--- src/rtl/ppc_types.sv ---
// ppc_types
//   Types shared by the trap datapath.
//   trap_ext_decode_t : decoded trap control, the five TO condition enables in
//                       architectural order (to[0] first) plus word_mode, which
//                       selects a 32-bit compare on 64-bit operands.
//   TO_* indices      : position of each condition in both TO and trap_cause.
package ppc_types;

    typedef struct packed {
        logic [0:4] to;
        logic       word_mode;
    } trap_ext_decode_t;

    localparam int TO_SLT = 0;  // signed A < B
    localparam int TO_SGT = 1;  // signed A > B
    localparam int TO_EQ  = 2;  // A == B
    localparam int TO_ULT = 3;  // unsigned A < B
    localparam int TO_UGT = 4;  // unsigned A > B

endpackage

--- src/rtl/trap_pipe_compare.sv ---
// trap_compare
//   Purely combinational trap condition evaluation.
//   Ports:
//     a, b       : operands, big-endian bit numbering (bit 0 = MSB)
//     control    : TO enables and word_mode
//     trap       : OR of all enabled, satisfied conditions
//     trap_cause : per-condition hit vector, same order as TO
module trap_compare
    import ppc_types::*;
#(
    parameter int OP_WIDTH = 64
) (
    input  logic [0:OP_WIDTH-1] a,
    input  logic [0:OP_WIDTH-1] b,
    input  trap_ext_decode_t    control,
    output logic                trap,
    output logic [0:4]          trap_cause
);

    // Operands re-expressed as ordinary numeric vectors, separately for the
    // signed and unsigned tests so word mode can extend them differently.
    logic [OP_WIDTH-1:0] a_s;
    logic [OP_WIDTH-1:0] b_s;
    logic [OP_WIDTH-1:0] a_u;
    logic [OP_WIDTH-1:0] b_u;

    if (OP_WIDTH == 64) begin : g_word
        // In word mode only the low word (big-endian bits 32..63) counts:
        // sign-extend it for the signed tests, zero-extend for the unsigned.
        always_comb begin
            a_s = a;
            b_s = b;
            a_u = a;
            b_u = b;
            if (control.word_mode) begin
                a_s = {{32{a[32]}}, a[32:63]};
                b_s = {{32{b[32]}}, b[32:63]};
                a_u = {32'b0, a[32:63]};
                b_u = {32'b0, b[32:63]};
            end
        end
    end else begin : g_no_word
        // word_mode has no meaning at 32 bits.
        logic unused_word_mode;
        assign unused_word_mode = control.word_mode;

        always_comb begin
            a_s = a;
            b_s = b;
            a_u = a;
            b_u = b;
        end
    end

    always_comb begin
        trap_cause         = '0;
        trap_cause[TO_SLT] = control.to[TO_SLT] && ($signed(a_s) < $signed(b_s));
        trap_cause[TO_SGT] = control.to[TO_SGT] && ($signed(a_s) > $signed(b_s));
        trap_cause[TO_EQ]  = control.to[TO_EQ]  && (a_u == b_u);
        trap_cause[TO_ULT] = control.to[TO_ULT] && (a_u < b_u);
        trap_cause[TO_UGT] = control.to[TO_UGT] && (a_u > b_u);
    end

    assign trap = |trap_cause;

endmodule

--- src/rtl/trap_pipe.sv ---
// trap_pipe
//   Elastic PIPE_DEPTH-stage trap-condition pipeline. Stage 0 registers the
//   operands and control; the compare result is captured into stage 1 and
//   carried to the last stage (for PIPE_DEPTH=1 the result is evaluated from
//   the stage-0 registers). Valid/ready handshakes on both sides.
//   Ports:
//     clk, rst (async, active-low), flush (synchronous kill of all entries)
//     input_valid/input_ready, rs_id_in, op1, op2, control : upstream side
//     output_valid/output_ready, rs_id_out, trap, trap_cause : downstream side
module trap_pipe
    import ppc_types::*;
#(
    parameter int RS_ID_WIDTH = 5,
    parameter int OP_WIDTH    = 64,
    parameter int PIPE_DEPTH  = 2
) (
    input  logic                   clk,
    input  logic                   rst,
    input  logic                   flush,
    input  logic                   input_valid,
    output logic                   input_ready,
    input  logic [RS_ID_WIDTH-1:0] rs_id_in,
    input  logic [0:OP_WIDTH-1]    op1,
    input  logic [0:OP_WIDTH-1]    op2,
    input  trap_ext_decode_t       control,
    output logic                   output_valid,
    input  logic                   output_ready,
    output logic [RS_ID_WIDTH-1:0] rs_id_out,
    output logic                   trap,
    output logic [0:4]             trap_cause
);

    if (!(OP_WIDTH == 32 || OP_WIDTH == 64)) begin : g_bad_op_width
        $error("trap_pipe: OP_WIDTH must be 32 or 64");
    end
    if (PIPE_DEPTH < 1 || PIPE_DEPTH > 4) begin : g_bad_pipe_depth
        $error("trap_pipe: PIPE_DEPTH must be in 1..4");
    end

    logic [PIPE_DEPTH-1:0]  valid_q;
    logic [PIPE_DEPTH-1:0]  adv;
    logic [RS_ID_WIDTH-1:0] tag_q [PIPE_DEPTH];
    logic [0:OP_WIDTH-1]    op1_q;
    logic [0:OP_WIDTH-1]    op2_q;
    trap_ext_decode_t       ctrl_q;

    logic                   cmp_trap;
    logic [0:4]             cmp_cause;

    // {trap, trap_cause} as seen at the output of each stage; element 0 is
    // the live compare of the stage-0 registers.
    logic [5:0]             res_src [PIPE_DEPTH];

    // A stage may load when any stage at or after it is empty, or the
    // consumer is taking the last entry. Accumulating from the tail avoids
    // a self-referencing chain through adv itself.
    always_comb begin
        logic hole;
        adv  = '0;
        hole = output_ready;
        for (int i = PIPE_DEPTH - 1; i >= 0; i--) begin
            hole   = hole || !valid_q[i];
            adv[i] = hole;
        end
    end

    assign input_ready = adv[0];

    // Valid bits, tags and stage-0 operands. Flush empties the pipe and
    // drops the same-cycle input; any output handshake that cycle is moot.
    always_ff @(posedge clk or negedge rst) begin
        if (!rst) begin
            valid_q <= '0;
            for (int i = 0; i < PIPE_DEPTH; i++) begin
                tag_q[i] <= '0;
            end
            op1_q  <= '0;
            op2_q  <= '0;
            ctrl_q <= '0;
        end else if (flush) begin
            valid_q <= '0;
        end else begin
            if (adv[0]) begin
                valid_q[0] <= input_valid;
                if (input_valid) begin
                    tag_q[0] <= rs_id_in;
                    op1_q    <= op1;
                    op2_q    <= op2;
                    ctrl_q   <= control;
                end
            end
            for (int i = 1; i < PIPE_DEPTH; i++) begin
                if (adv[i]) begin
                    valid_q[i] <= valid_q[i-1];
                    if (valid_q[i-1]) begin
                        tag_q[i] <= tag_q[i-1];
                    end
                end
            end
        end
    end

    trap_compare #(
        .OP_WIDTH (OP_WIDTH)
    ) u_compare (
        .a          (op1_q),
        .b          (op2_q),
        .control    (ctrl_q),
        .trap       (cmp_trap),
        .trap_cause (cmp_cause)
    );

    assign res_src[0] = {cmp_trap, cmp_cause};

    // Result registers for stages 1..PIPE_DEPTH-1; they only load alongside
    // a valid entry so a stalled or bubbled stage keeps its value.
    for (genvar s = 1; s < PIPE_DEPTH; s++) begin : g_res
        logic [5:0] res_q;

        always_ff @(posedge clk or negedge rst) begin
            if (!rst) begin
                res_q <= '0;
            end else if (!flush && adv[s] && valid_q[s-1]) begin
                res_q <= res_src[s-1];
            end
        end

        assign res_src[s] = res_q;
    end

    assign output_valid       = valid_q[PIPE_DEPTH-1];
    assign rs_id_out          = tag_q[PIPE_DEPTH-1];
    assign {trap, trap_cause} = res_src[PIPE_DEPTH-1];

endmodule

--- config.mk ---
export PLATFORM = sky130hd
export DESIGN_NAME = trap_pipe
export DESIGN_NICKNAME = d
export VERILOG_FILES = /design/src/rtl/ppc_types.sv /design/src/rtl/trap_pipe_compare.sv /design/src/rtl/trap_pipe.sv
export SDC_FILE = /design/constraint.sdc
export NUM_CORES = 1
export LEC_CHECK = 0
export ABC_AREA = 1
export CORE_MARGIN = 1.5
export CORE_UTILIZATION = 40
export CTS_BUF_LIST = sky130_fd_sc_hd__clkbuf_4 sky130_fd_sc_hd__clkbuf_8
export CTS_CLUSTER_DIAMETER = 150
export DETAILED_ROUTE_END_ITERATION = 16
export GPL_TIMING_DRIVEN = 0
export HOLD_SLACK_MARGIN = 0.1
export PLACE_DENSITY = 0.64
export SLEW_MARGIN = 15
export SYNTH_ARGS = -nofsm -noshare
export SYNTH_HDL_FRONTEND = slang
export SYNTH_SLANG_ARGS = --single-unit
--- constraint.sdc ---
create_clock -name clk -period 3.1 [get_ports clk]
set_input_delay 0.465 -clock clk [delete_from_list [all_inputs] [get_ports clk]]
set_output_delay 0.465 -clock clk [all_outputs]
set_load 0.005 [all_outputs]
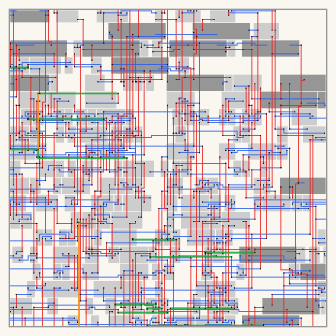
Run 1: zoomed window
Window x 88 to 138, y 88 to 138 um. Cells in grey, sequential cells in the stronger grey; small squares are vias.
layer	colour
M3	green
M1	blue
M2	red
M4	orange
most frequent	a21oi_1 (34), nand2_1 (31)
cells with their middle in the window	194
sequential cells in the window	16
netlist names of flops here include	op1_q (9), op2_q (7)

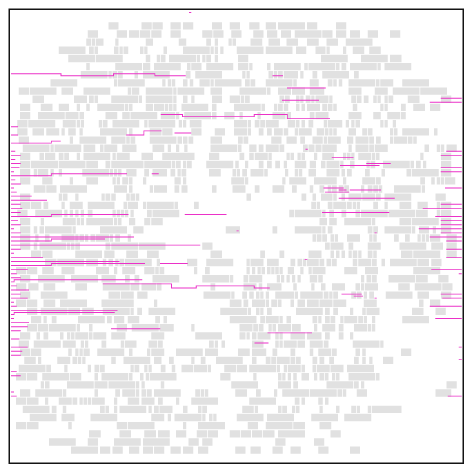
Run 1: the metal 3 layer
Scale: 3 px per um. Cells faint in the background.
share of all routed wire	5.4%
longest straight run	62.8 um

==> metrics.yaml, run 1 <==
die_y_um: 151
r2r-end: "g_res[1].res_q[5]"
clk-power_mw: 1.73
viasPerCell: 4.90
flops: 152
clk_transition_reported_paths_ps: 100
netSwitchingFraction_pct: 34.3
drtIter0Drc: 275
dp_cells: 1417
avgSynthCellArea_sq_um: 8.87
hold_viol: 0
p_int_mw: 4.07
edf_count: 0
comb-power_mw: 2.03
grt_max_degree: 103
worstSkewPairLatency_ps: 470
adder_share_pct: 13.7
placed_area_sq_um: 10700
cp_max_fo: 10
drv_slew: 0
hp-start: "tag_q[7]"
lay_top_count: "clkdlybuf4s50_1"
worstSetupPathType: "register to register"
cts_sinks: 152
htree_levels: 4
io_buffers: 156
yosysMostFrequentCell: "a21oi_1"
grtUsageTotal_pct: 19.3
num_io_pins: 157
num-multi-input-gates: 685
comb_area_sq_um: 4360
ys_sh_mux_pct: 8.89
grt_pass1_vias: 6860
yosys_warnings: 0
holdWs_ps: 475
tapCellCount: 275
vdd_drop_max_mv: 0.270
wirelength_met1_mm: 9.77
drt-pass1-iter-count: 4
wl_per_cell_um: 14.5
grt_pass1_wl_mm: 34.0
path_delay_family: "simple AND/OR/NAND/NOR gates"
seq_area_frac_synth_pct: 43.5
switchingPower_mw: 2.12
drive_above_1_share_pct: 13.6
clock-root-buffer: "clkbuf_8"
seq_share_pct: 34.0
cp-startpoint: "ctrl_q[0]"
seq_power_share_pct: 39.3
status: "completed"
hpwlAfterDp_mm: 15.9
xor_area_share_pct: 0
buf_share_pct: 16.7
num_vias: 7111
ys_top_logic_family: "simple AND/OR/NAND/NOR gates"
ant_nets: 0
grtUsageMet1_pct: 25.2
rrSetupSlack_ps: 280
endpoint: "g_res[1].res_q[5]"
highest_layer: "met5"
synthCells: 985
max_freq_mhz: 354
power_leader: "registers"
chip_area_sq_um: 22700
relSlewSlack_pct: 64.5
place_ws_ps: -230
yosys.cell_types.count: 30
fillers: 2027
synthFlopType: "dfrtp_1"
min_path_type: "register to register"
drt-total-wl_mm: 21.1
sh_comb_area_pct: 39.0
ys_ff: 152
synth-compound-area-share_pct: 12.3
use_met3_pct: 5.24
gp_congestion: 0.828
core_area_sq_um: 21200
buffers: 208
warnings: 29
simple_gate_share_pct: 14.7
num_rows: 53
power_frac_comb_pct: 32.7
cp_cell_sequence: "clkbuf_4, nand2_2, buf_2, o21ai_0, ha_1, nand2_1, inv_1, nand3_2, nor3_2, inv_2, nor2_4, inv_2, nor2_4, nand2_2, nand2_2, nand2_1, nand3_1, nand2_1, nor2_1, nor2_1"
seq_power_mw: 2.44
final_area_sq_um: 11200
largestRegisters: "op1_q x64, op2_q x64"
leakage_nw: 5.37
die_x_um: 151
worst_slack_ps: 279
cts_resized: 11
use_met2_pct: 31.7
final_nets: 1403
top_area_share_pct: 43.5
crit_slowest_cell: "dfrtp_1"
ctsHoldBuffers: 1
largestClassByArea: "logic gates"
ys_cells: 985
crit-reg2reg-launch: "ctrl_q[0]"
setup_viol: 0
whs_endpoint: "rs_id_out[2]"
fin_tns_setup_ps: 0
syn_nets: 1225
clockBufferDepth: 2
netlist_area_sq_um: 8740
hold_depth: 2
antenna_found_initial: 2
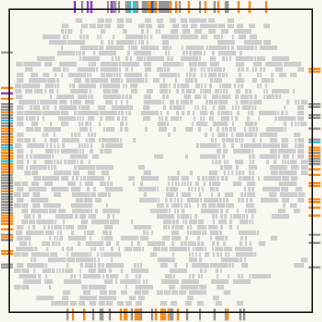
Run 1: I/O pins on the die edge
Scale: 2 px per um. Pins as bars across the die edge, other pins in grey.
port	colour	pins	direction	edge
rs_id_in	purple	5	input	4 top, 1 left
control	cyan	6	input	3 left, 2 top, 1 right
op2	orange	64	input	25 left, 15 bottom, 13 right, 11 top
input_ready	blue	1	output	top

==> run 2: changes to the inputs <==
--- a/config.mk
+++ b/config.mk
@@ -13,7 +13,7 @@
 export DETAILED_ROUTE_END_ITERATION = 16
 export GPL_TIMING_DRIVEN = 0
 export HOLD_SLACK_MARGIN = 0.1
-export PLACE_DENSITY = 0.64
+export PLACE_DENSITY = 0.63
 export SLEW_MARGIN = 15
 export SYNTH_ARGS = -nofsm -noshare
 export SYNTH_HDL_FRONTEND = slang
==> constraint.sdc (replaced) <==
create_clock -name clk -period 3.1 [get_ports clk]
set_input_delay 0.31 -clock clk [delete_from_list [all_inputs] [get_ports clk]]
set_output_delay 0.31 -clock clk [all_outputs]
set_load 0.005 [all_outputs]
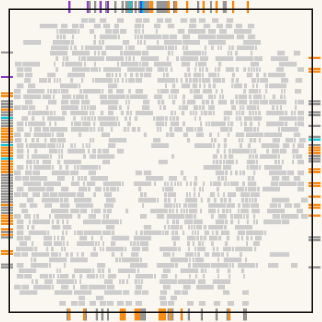
Run 2: I/O pins on the die edge
Scale: 2 px per um. Pins as bars across the die edge, other pins in grey.
port buffer count: 156
chip width: 151 um
Chip Height: 151 um

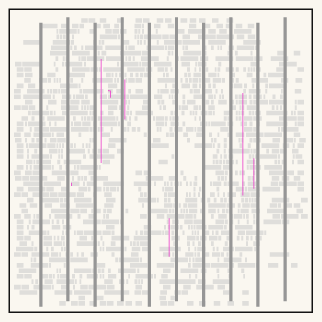
Run 2: metal 4
Scale: 2 px per um. Supply wires on this layer in grey. Cells faint in the background.
main direction	vertical
nets with wire on the layer	6
longest straight run	51.7 um
share of all routed wire	0.76%

==> metrics.yaml, run 2 <==
wl_met2_mm: 10.1
power_leader: "registers"
p_int_mw: 3.82  # -6.1%
avgSynthCellArea_sq_um: 8.87  # unchanged
buf_share_pct: 16.8  # +0.13 points
use_met3_pct: 5.24  # unchanged
cp_cell_sequence: "clkbuf_4, nand2_1, inv_1, buf_2, a21oi_1, ha_1, nand2_1, nor4_4, nand3_4, nor2_4, nand2_2, nand2_2, nand2_1, nand3_1, nand2_1, nor2_1, nor2_1"
seq_power_mw: 2.44  # about the same
drt-pass1-iter-count: 5  # +1
yosysMostFrequentCell: "a21oi_1"
ys_sh_mux_pct: 8.89  # unchanged
seq_share_pct: 34.2  # +0.24 points
cp_max_fo: 10  # unchanged
crit-reg2reg-launch: "ctrl_q[0]"
seq_power_share_pct: 41.1  # +1.8 points
switchingPower_mw: 2.11  # -0.54%
netlist_area_sq_um: 8740  # unchanged
vdd_drop_max_mv: 0.260  # -3.7%
synth-compound-area-share_pct: 12.3  # unchanged
dp_cells: 1417  # unchanged
grt_max_degree: 79  # -23%
worst_slack_ps: 209  # -69.7 ps
highest_layer: "met5"
viasPerCell: 4.91  # +0.30%
fillers: 2061  # +1.7%
htree_levels: 4  # unchanged
drtIter0Drc: 223  # -19%
cp-startpoint: "ctrl_q[0]"
netSwitchingFraction_pct: 35.6  # +1.3 points
drive_above_1_share_pct: 13.6  # unchanged
ys_ff: 152  # unchanged
num_vias: 7137  # +0.37%
holdWs_ps: 406  # -68.8 ps
clock-root-buffer: "clkbuf_8"
final_area_sq_um: 11100  # -0.69%
worstSkewPairLatency_ps: 470  # about the same
sh_comb_area_pct: 39.2  # +0.20 points
gp_congestion: 0.816  # -1.5%
cts_resized: 10  # -1
yosys.cell_types.count: 30  # unchanged
place_ws_ps: -224  # +6.64 ps
path_delay_family: "simple AND/OR/NAND/NOR gates"
placed_area_sq_um: 10700  # unchanged
drv_slew: 0  # unchanged
status: "completed"
max_freq_mhz: 346  # -2.4%
seq_area_frac_synth_pct: 43.5  # unchanged
buffers: 208  # unchanged
comb-power_mw: 2.03  # about the same
num_io_pins: 157  # unchanged
rrSetupSlack_ps: 210  # -70 ps
grt_pass1_wl_mm: 34.6  # +1.7%
lay_top_count: "clkdlybuf4s50_1"
simple_gate_share_pct: 14.7  # unchanged
worstSetupPathType: "register to register"
clk_transition_reported_paths_ps: 100  # about the same
warnings: 26  # -10%
tapCellCount: 275  # unchanged
adder_share_pct: 13.7  # unchanged
hold_viol: 0  # unchanged
ys_top_logic_family: "simple AND/OR/NAND/NOR gates"
yosys_warnings: 0  # unchanged
syn_nets: 1225  # unchanged
wirelength_met1_mm: 9.71  # -0.58%
setup_viol: 0  # unchanged
grtUsageTotal_pct: 19.6  # +0.25 points
largestClassByArea: "logic gates"
largestRegisters: "op1_q x64, op2_q x64"
r2r-end: "g_res[1].res_q[5]"
synthCells: 985  # unchanged
num_rows: 53  # unchanged
grtUsageMet1_pct: 25.7  # +0.42 points
ctsHoldBuffers: 1  # unchanged
core_area_sq_um: 21200  # unchanged
num-multi-input-gates: 685  # unchanged
endpoint: "g_res[1].res_q[5]"
drt-total-wl_mm: 21.2  # +0.82%
final_nets: 1403  # unchanged
relSlewSlack_pct: 60.1  # -4.4 points
fin_tns_setup_ps: 0  # unchanged
comb_area_sq_um: 4360  # -0.17%
antenna_found_initial: 2  # unchanged
wl_per_cell_um: 14.6  # +0.75%
power_frac_comb_pct: 34.2  # +1.5 points
